## config.mk

```make
export PLATFORM = sky130hd
export DESIGN_NAME = serial_frame_tx
export DESIGN_NICKNAME = d
export VERILOG_FILES = /design/src/rtl/serial_frame_tx.sv
export SDC_FILE = /design/constraint.sdc
export NUM_CORES = 1
export LEC_CHECK = 0
export CAP_MARGIN = 25
export CORE_MARGIN = 2
export CORE_UTILIZATION = 44
export DETAILED_ROUTE_END_ITERATION = 10
export GPL_ROUTABILITY_DRIVEN = 0
export HOLD_SLACK_MARGIN = 0.06
export PLACE_DENSITY_LB_ADDON = 0.1
export SYNTH_ARGS = -nofsm -noshare
export SYNTH_HDL_FRONTEND = slang
export SYNTH_SLANG_ARGS = --single-unit
export TNS_END_PERCENT = 20
```

## constraint.sdc

```tcl
create_clock -name clk -period 1.65 [get_ports clk]
set_clock_uncertainty 0.15 [all_clocks]
set_input_delay 0.33 -clock clk [delete_from_list [all_inputs] [get_ports clk]]
set_output_delay 0.33 -clock clk [all_outputs]
set_load 0.02 [all_outputs]
```

## src/rtl/serial_frame_tx.sv

```systemverilog
// Parallel-in, serial-out frame transmitter: start bit, WIDTH data bits, stop bit.
// Define SERIAL_FRAME_TX_PARITY_EN to insert an even-parity bit between data and stop.
module serial_frame_tx #(
    parameter int WIDTH     = 4,
    parameter bit MSB_FIRST = 1'b0
) (
    input  logic             clk,
    input  logic             reset,
    input  logic [WIDTH-1:0] din,
    input  logic             din_valid,
    output logic             din_ready,
    output logic             dataout,
    output logic             busy,
    output logic             done
);

    localparam int             CW   = (WIDTH > 2) ? $clog2(WIDTH) : 1;
    localparam logic [CW-1:0]  LAST = CW'(WIDTH - 1);

`ifdef SERIAL_FRAME_TX_PARITY_EN
    typedef enum logic [2:0] {IDLE, START, DATA, PARITY, STOP} state_t;
`else
    typedef enum logic [1:0] {IDLE, START, DATA, STOP} state_t;
`endif

    state_t           state;
    logic [WIDTH-1:0] sreg;
    logic [CW-1:0]    cnt;
    logic             accept;
    logic             cur_bit;
    logic [WIDTH-1:0] sreg_shift;
`ifdef SERIAL_FRAME_TX_PARITY_EN
    logic             par;
`endif

    assign din_ready  = (state == IDLE) || (state == STOP);
    assign accept     = din_valid && din_ready;
    assign cur_bit    = MSB_FIRST ? sreg[WIDTH-1] : sreg[0];
    assign sreg_shift = MSB_FIRST ? {sreg[WIDTH-2:0], 1'b0} : {1'b0, sreg[WIDTH-1:1]};

    // dataout always shows the bit of the current state; the next bit is
    // loaded on the edge that enters the following state.
    always_ff @(posedge clk or negedge reset) begin
        if (!reset) begin
            state   <= IDLE;
            sreg    <= '0;
            cnt     <= '0;
            dataout <= 1'b1;
            busy    <= 1'b0;
            done    <= 1'b0;
`ifdef SERIAL_FRAME_TX_PARITY_EN
            par     <= 1'b0;
`endif
        end else begin
            case (state)
                IDLE, STOP: begin
                    done <= 1'b0;
                    if (accept) begin
                        state   <= START;
                        sreg    <= din;
                        cnt     <= '0;
                        dataout <= 1'b0;
                        busy    <= 1'b1;
`ifdef SERIAL_FRAME_TX_PARITY_EN
                        par     <= ^din;
`endif
                    end else begin
                        state   <= IDLE;
                        dataout <= 1'b1;
                        busy    <= 1'b0;
                    end
                end
                START: begin
                    state   <= DATA;
                    dataout <= cur_bit;
                    sreg    <= sreg_shift;
                end
                DATA: begin
                    if (cnt == LAST) begin
`ifdef SERIAL_FRAME_TX_PARITY_EN
                        state   <= PARITY;
                        dataout <= par;
`else
                        state   <= STOP;
                        dataout <= 1'b1;
                        done    <= 1'b1;
`endif
                    end else begin
                        cnt     <= cnt + 1'b1;
                        dataout <= cur_bit;
                        sreg    <= sreg_shift;
                    end
                end
`ifdef SERIAL_FRAME_TX_PARITY_EN
                PARITY: begin
                    state   <= STOP;
                    dataout <= 1'b1;
                    done    <= 1'b1;
                end
`endif
                default: begin
                    state   <= IDLE;
                    dataout <= 1'b1;
                    busy    <= 1'b0;
                    done    <= 1'b0;
                end
            endcase
        end
    end

endmodule

```

**Run 1: placement by cell class**

Scale: 12 px per um.
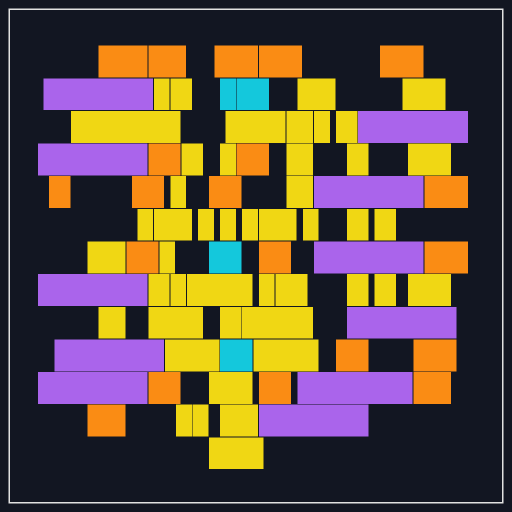
Cyan stands for clock drivers and dummy loads, cells 4. Yellow stands for all other logic, cells 46. Orange stands for other buffers and delay cells, cells 20. Purple stands for flops, cells 11.

**Run 1: the metal 3 layer**

Scale: 6 px per um. Cells faint in the background.
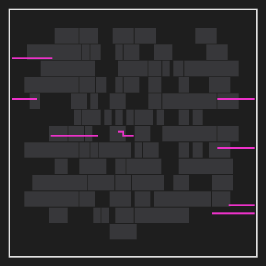
7 nets have wire on it. The longest straight run is 7.60 um. The layer holds 3.7% of the routed length. The layer carries 43.6 um of wire.
global-route met3 utilization: 3.261%
vias after detailed routing: 490

==> impl_results.html, run 1 <==
<h3>Run summary</h3>
<table>
<tr><th>Metric</th><th>Value</th></tr>
<tr><th colspan="2">STA</th></tr>
<tr><td>Final worst path period share</td><td>98.58%</td></tr>
<tr><td>Fmax</td><td>0.6148 GHz</td></tr>
<tr><td>Slew at the pin with the worst max-slew slack</td><td>245.0 ps</td></tr>
<tr><td>Final Hold Slack</td><td>138.7 ps</td></tr>
<tr><td>Final setup margin</td><td>23.46 ps</td></tr>
<tr><td>Number of endpoints with negative hold slack in the final report</td><td>0</td></tr>
<tr><th colspan="2">Placement</th></tr>
<tr><td>Worst Setup Slack post-DPL</td><td>-95.74 ps</td></tr>
<tr><th colspan="2">Floorplanning</th></tr>
<tr><td>Cell Rows</td><td>13</td></tr>
<tr><td>Horiz. Die Dim</td><td>41.02 um</td></tr>
<tr><td>Die Footprint</td><td>0.001683 mm^2</td></tr>
<tr><th colspan="2">Critical path</th></tr>
<tr><td>Critical path capture point type</td><td>flip-flop</td></tr>
<tr><td>Critical Path Sink</td><td>cnt[0]$_DFFE_PN0P_</td></tr>
<tr><td>Cell depth of the worst setup path</td><td>5</td></tr>
<tr><td>Delay of the slowest critical-path stage</td><td>410 ps</td></tr>
<tr><td>Worst EP required</td><td>1650 ps</td></tr>
<tr><th colspan="2">Routing</th></tr>
<tr><td>Wire length after detailed routing</td><td>1175 um</td></tr>
<tr><td>Total iterations of the first detailed-routing run</td><td>4</td></tr>
<tr><td>Routed wire per std cell</td><td>12.24 um</td></tr>
<tr><th colspan="2">Global route</th></tr>
<tr><td>Antenna violations before repair</td><td>0</td></tr>
<tr><td>All-layer global routing usage</td><td>17.29%</td></tr>
<tr><td>Total congestion overflow after global routing</td><td>0</td></tr>
<tr><th colspan="2">Yosys</th></tr>
<tr><td>Fraction of synthesized cell area taken by the top area cell type</td><td>41.49%</td></tr>
<tr><td>Library cell with the highest instance count after synthesis</td><td>dfrtp_1</td></tr>
<tr><th colspan="2">Pwr</th></tr>
<tr><td>Power per standard cell area</td><td>2007 mW/mm^2</td></tr>
<tr><td>Seq group</td><td>468 uW</td></tr>
<tr><td>Worst IR drop on VDD</td><td>0.001107 V</td></tr>
<tr><th colspan="2">Outcome</th></tr>
<tr><td>Status</td><td>finished clean</td></tr>
<tr><th colspan="2">Final layout</th></tr>
<tr><td>Number of nets in the layout</td><td>94</td></tr>
<tr><td>Most used logic cell in the final layout</td><td>dfrtp_1</td></tr>
<tr><td>Most frequent cells in the layout</td><td>dfrtp_1, buf_4, nand2_1, clkdlybuf4s50_1, o21ai_0</td></tr>
</table>
**Run 1: cell placement**

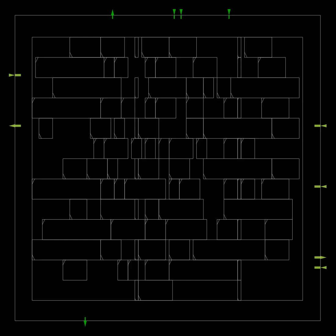
area of the core region: 0.001285 mm^2
fill cell total of the finished layout: 115
final core utilization: 64.85%
n_taps: 15

==> run 1: logic make-up (layout without fill, tap and decap cells) <==
family,Yosys count,after routing,synth area share (%)
mux,5,5,9.128
compound gates,14,14,13.49
buf+inv,6,29,3.941
flops,11,11,45.85
simple gates,17,17,17.22
fa+ha+maj,5,5,10.37
==> run 1: area by class of cell <==
cell class              count  area (um^2)
multi-input cells          41        322.8
repair buffers             20        170.2
fillers                   115        451.7
inverters                   5        18.77
clock buffers               4        26.28
well taps                  15        18.77
flip-flops and latches     11        276.5
==> run 1: metal layers <==
metal	GRT usage, %	part of all wire (%)	wire length, um
met1	22.03	47	553
met5	0	0	0
met4	12.50	1.0	12
met2	25.78	48	565
met3	3.261	3.7	43
**Run 1: register map, names as in the netlist**

Scale: 10 px per um.
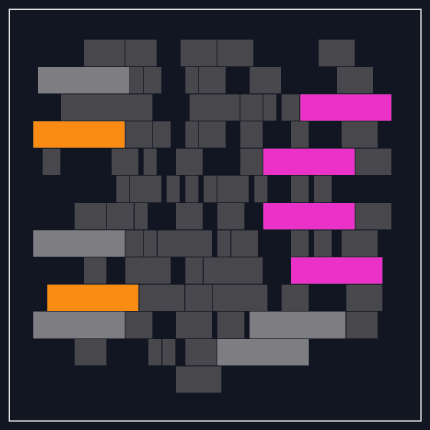

==> run 1 -> run 2 <==
Settings changed: ABC_CLOCK_PERIOD_IN_PS from default to 1650, CORE_AREA from default to 2 2 39 41, CORE_MARGIN 2 to default, CORE_UTILIZATION 44 to default, CTS_BUF_LIST from default to sky130_fd_sc_hd__clkbuf_4, DIE_AREA from default to 0 0 41 43, SLEW_MARGIN from default to 20.
**Run 2: register map, names as in the netlist**

Scale: 8 px per um.
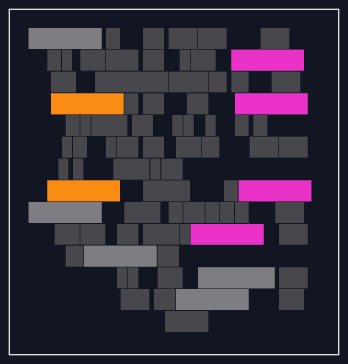
Orange stands for state, placed flops 2. Magenta stands for sreg, placed flops 4.

==> run 2 against run 1 <==
Against the previous run:
- global-route usage down 0.44 points
- register-to-register slack about the same
- critical path depth increased by 1
- largest power group unchanged
- highest routed layer unchanged
==> impl_results.html, run 2 <==
<h3>Run summary</h3>
<table>
<tr><th>Metric</th><th>Value</th></tr>
<tr><th colspan="2">Outcome</th></tr>
<tr><td>Status</td><td>finished clean</td></tr>
<tr><th colspan="2">STA</th></tr>
<tr><td>Final worst path period share</td><td>99.11%</td></tr>
<tr><td>Final Hold Slack</td><td>230.3 ps</td></tr>
<tr><td>Final setup margin</td><td>14.68 ps</td></tr>
<tr><td>Number of endpoints with negative hold slack in the final report</td><td>0</td></tr>
<tr><td>Fmax</td><td>0.6115 GHz</td></tr>
<tr><td>Slew at the pin with the worst max-slew slack</td><td>485.5 ps</td></tr>
<tr><th colspan="2">Final layout</th></tr>
<tr><td>Largest area class, layout</td><td>logic gates</td></tr>
<tr><td>Data buffer area share</td><td>19.70%</td></tr>
<tr><td>Combinational Area</td><td>320.3 um^2</td></tr>
<tr><td>Repair and plain buffers</td><td>19</td></tr>
<tr><td>Most frequent cells in the layout</td><td>dfrtp_1, buf_4, nand2_1, clkdlybuf4s50_1, o21ai_0</td></tr>
<tr><td>Fill cell total of the finished layout</td><td>122</td></tr>
<tr><td>Most used logic cell in the final layout</td><td>dfrtp_1</td></tr>
<tr><td>Combinational share of cell area</td><td>38.79%</td></tr>
<tr><td>Clock buffer instance count of the final layout</td><td>3</td></tr>
<tr><td>Sequential cells</td><td>11</td></tr>
<tr><td>Number of multi-input logic gates</td><td>41</td></tr>
<tr><td>Proportion of cell area occupied by registers</td><td>33.48%</td></tr>
<tr><td>Clock Network Area Fraction</td><td>3.333%</td></tr>
<tr><th colspan="2">Placement</th></tr>
<tr><td>Worst Setup Slack post-DPL</td><td>-74.10 ps</td></tr>
<tr><th colspan="2">Yosys</th></tr>
<tr><td>Fraction of synthesized cell area taken by the top area cell type</td><td>41.49%</td></tr>
<tr><td>Yosys simple share</td><td>17.22%</td></tr>
<tr><td>Largest logic family</td><td>simple AND/OR/NAND/NOR gates</td></tr>
<tr><td>Area fraction in compound gates after synthesis</td><td>13.49%</td></tr>
<tr><td>Synthesized-area fraction occupied by xor and xnor cells</td><td>0%</td></tr>
<tr><td>Area fraction in full adders, half adders and majority gates</td><td>10.37%</td></tr>
<tr><td>Multiplexer area fraction after synthesis</td><td>9.129%</td></tr>
<tr><th colspan="2">Floorplanning</th></tr>
<tr><td>N_taps</td><td>16</td></tr>
<tr><td>Horiz. Die Dim</td><td>41 um</td></tr>
<tr><td>Die Footprint</td><td>0.001763 mm^2</td></tr>
<tr><td>Cell Rows</td><td>14</td></tr>
<tr><th colspan="2">Pwr</th></tr>
<tr><td>Worst IR drop on VDD</td><td>0.001439 V</td></tr>
<tr><td>Seq group</td><td>462 uW</td></tr>
<tr><td>Power per standard cell area</td><td>2015 mW/mm^2</td></tr>
<tr><th colspan="2">Routing</th></tr>
<tr><td>Routed wire per std cell</td><td>11.83 um</td></tr>
<tr><td>Wire length after detailed routing</td><td>1136 um</td></tr>
<tr><th colspan="2">Critical path</th></tr>
<tr><td>Worst EP required</td><td>1660 ps</td></tr>
<tr><td>Cell depth of the worst setup path</td><td>6</td></tr>
<tr><td>Critical path capture point type</td><td>flip-flop</td></tr>
<tr><td>Delay of the slowest critical-path stage</td><td>390 ps</td></tr>
<tr><th colspan="2">Global route</th></tr>
<tr><td>All-layer global routing usage</td><td>16.85%</td></tr>
<tr><td>Total congestion overflow after global routing</td><td>0</td></tr>
</table>
==> run 2: cell counts after synthesis <==
No cell type changed its count.
==> run 2: metrics by stage <==
step	utilization (%)	instances
2_1_floorplan	-	58
3_3_place_gp	57.69	92
3_5_place_dp	57.69	92
4_1_cts	59.86	96
5_1_grt	59.67	96
6_report	59.67	96
==> run 2: logic make-up (layout without fill, tap and decap cells) <==
| group | Yosys count | count (layout) |
|---|---|---|
| adders and majority gates | 5 | 5 |
| DFF | 11 | 11 |
| muxes | 5 | 5 |
| AOI/OAI and AO/OA | 14 | 14 |
| buffers and inverters | 6 | 28 |
| and+or+nand+nor | 17 | 17 |
==> run 2: metal layers <==
metal	vias up	track usage (%)	wire (um)
li1	240	-	-
met1	201	23.00	531
met2	8	22.81	541
met3	4	3.141	41
met4	0	12.00	22
met5	-	0	0
Power is estimated from default activity; no workload was simulated.
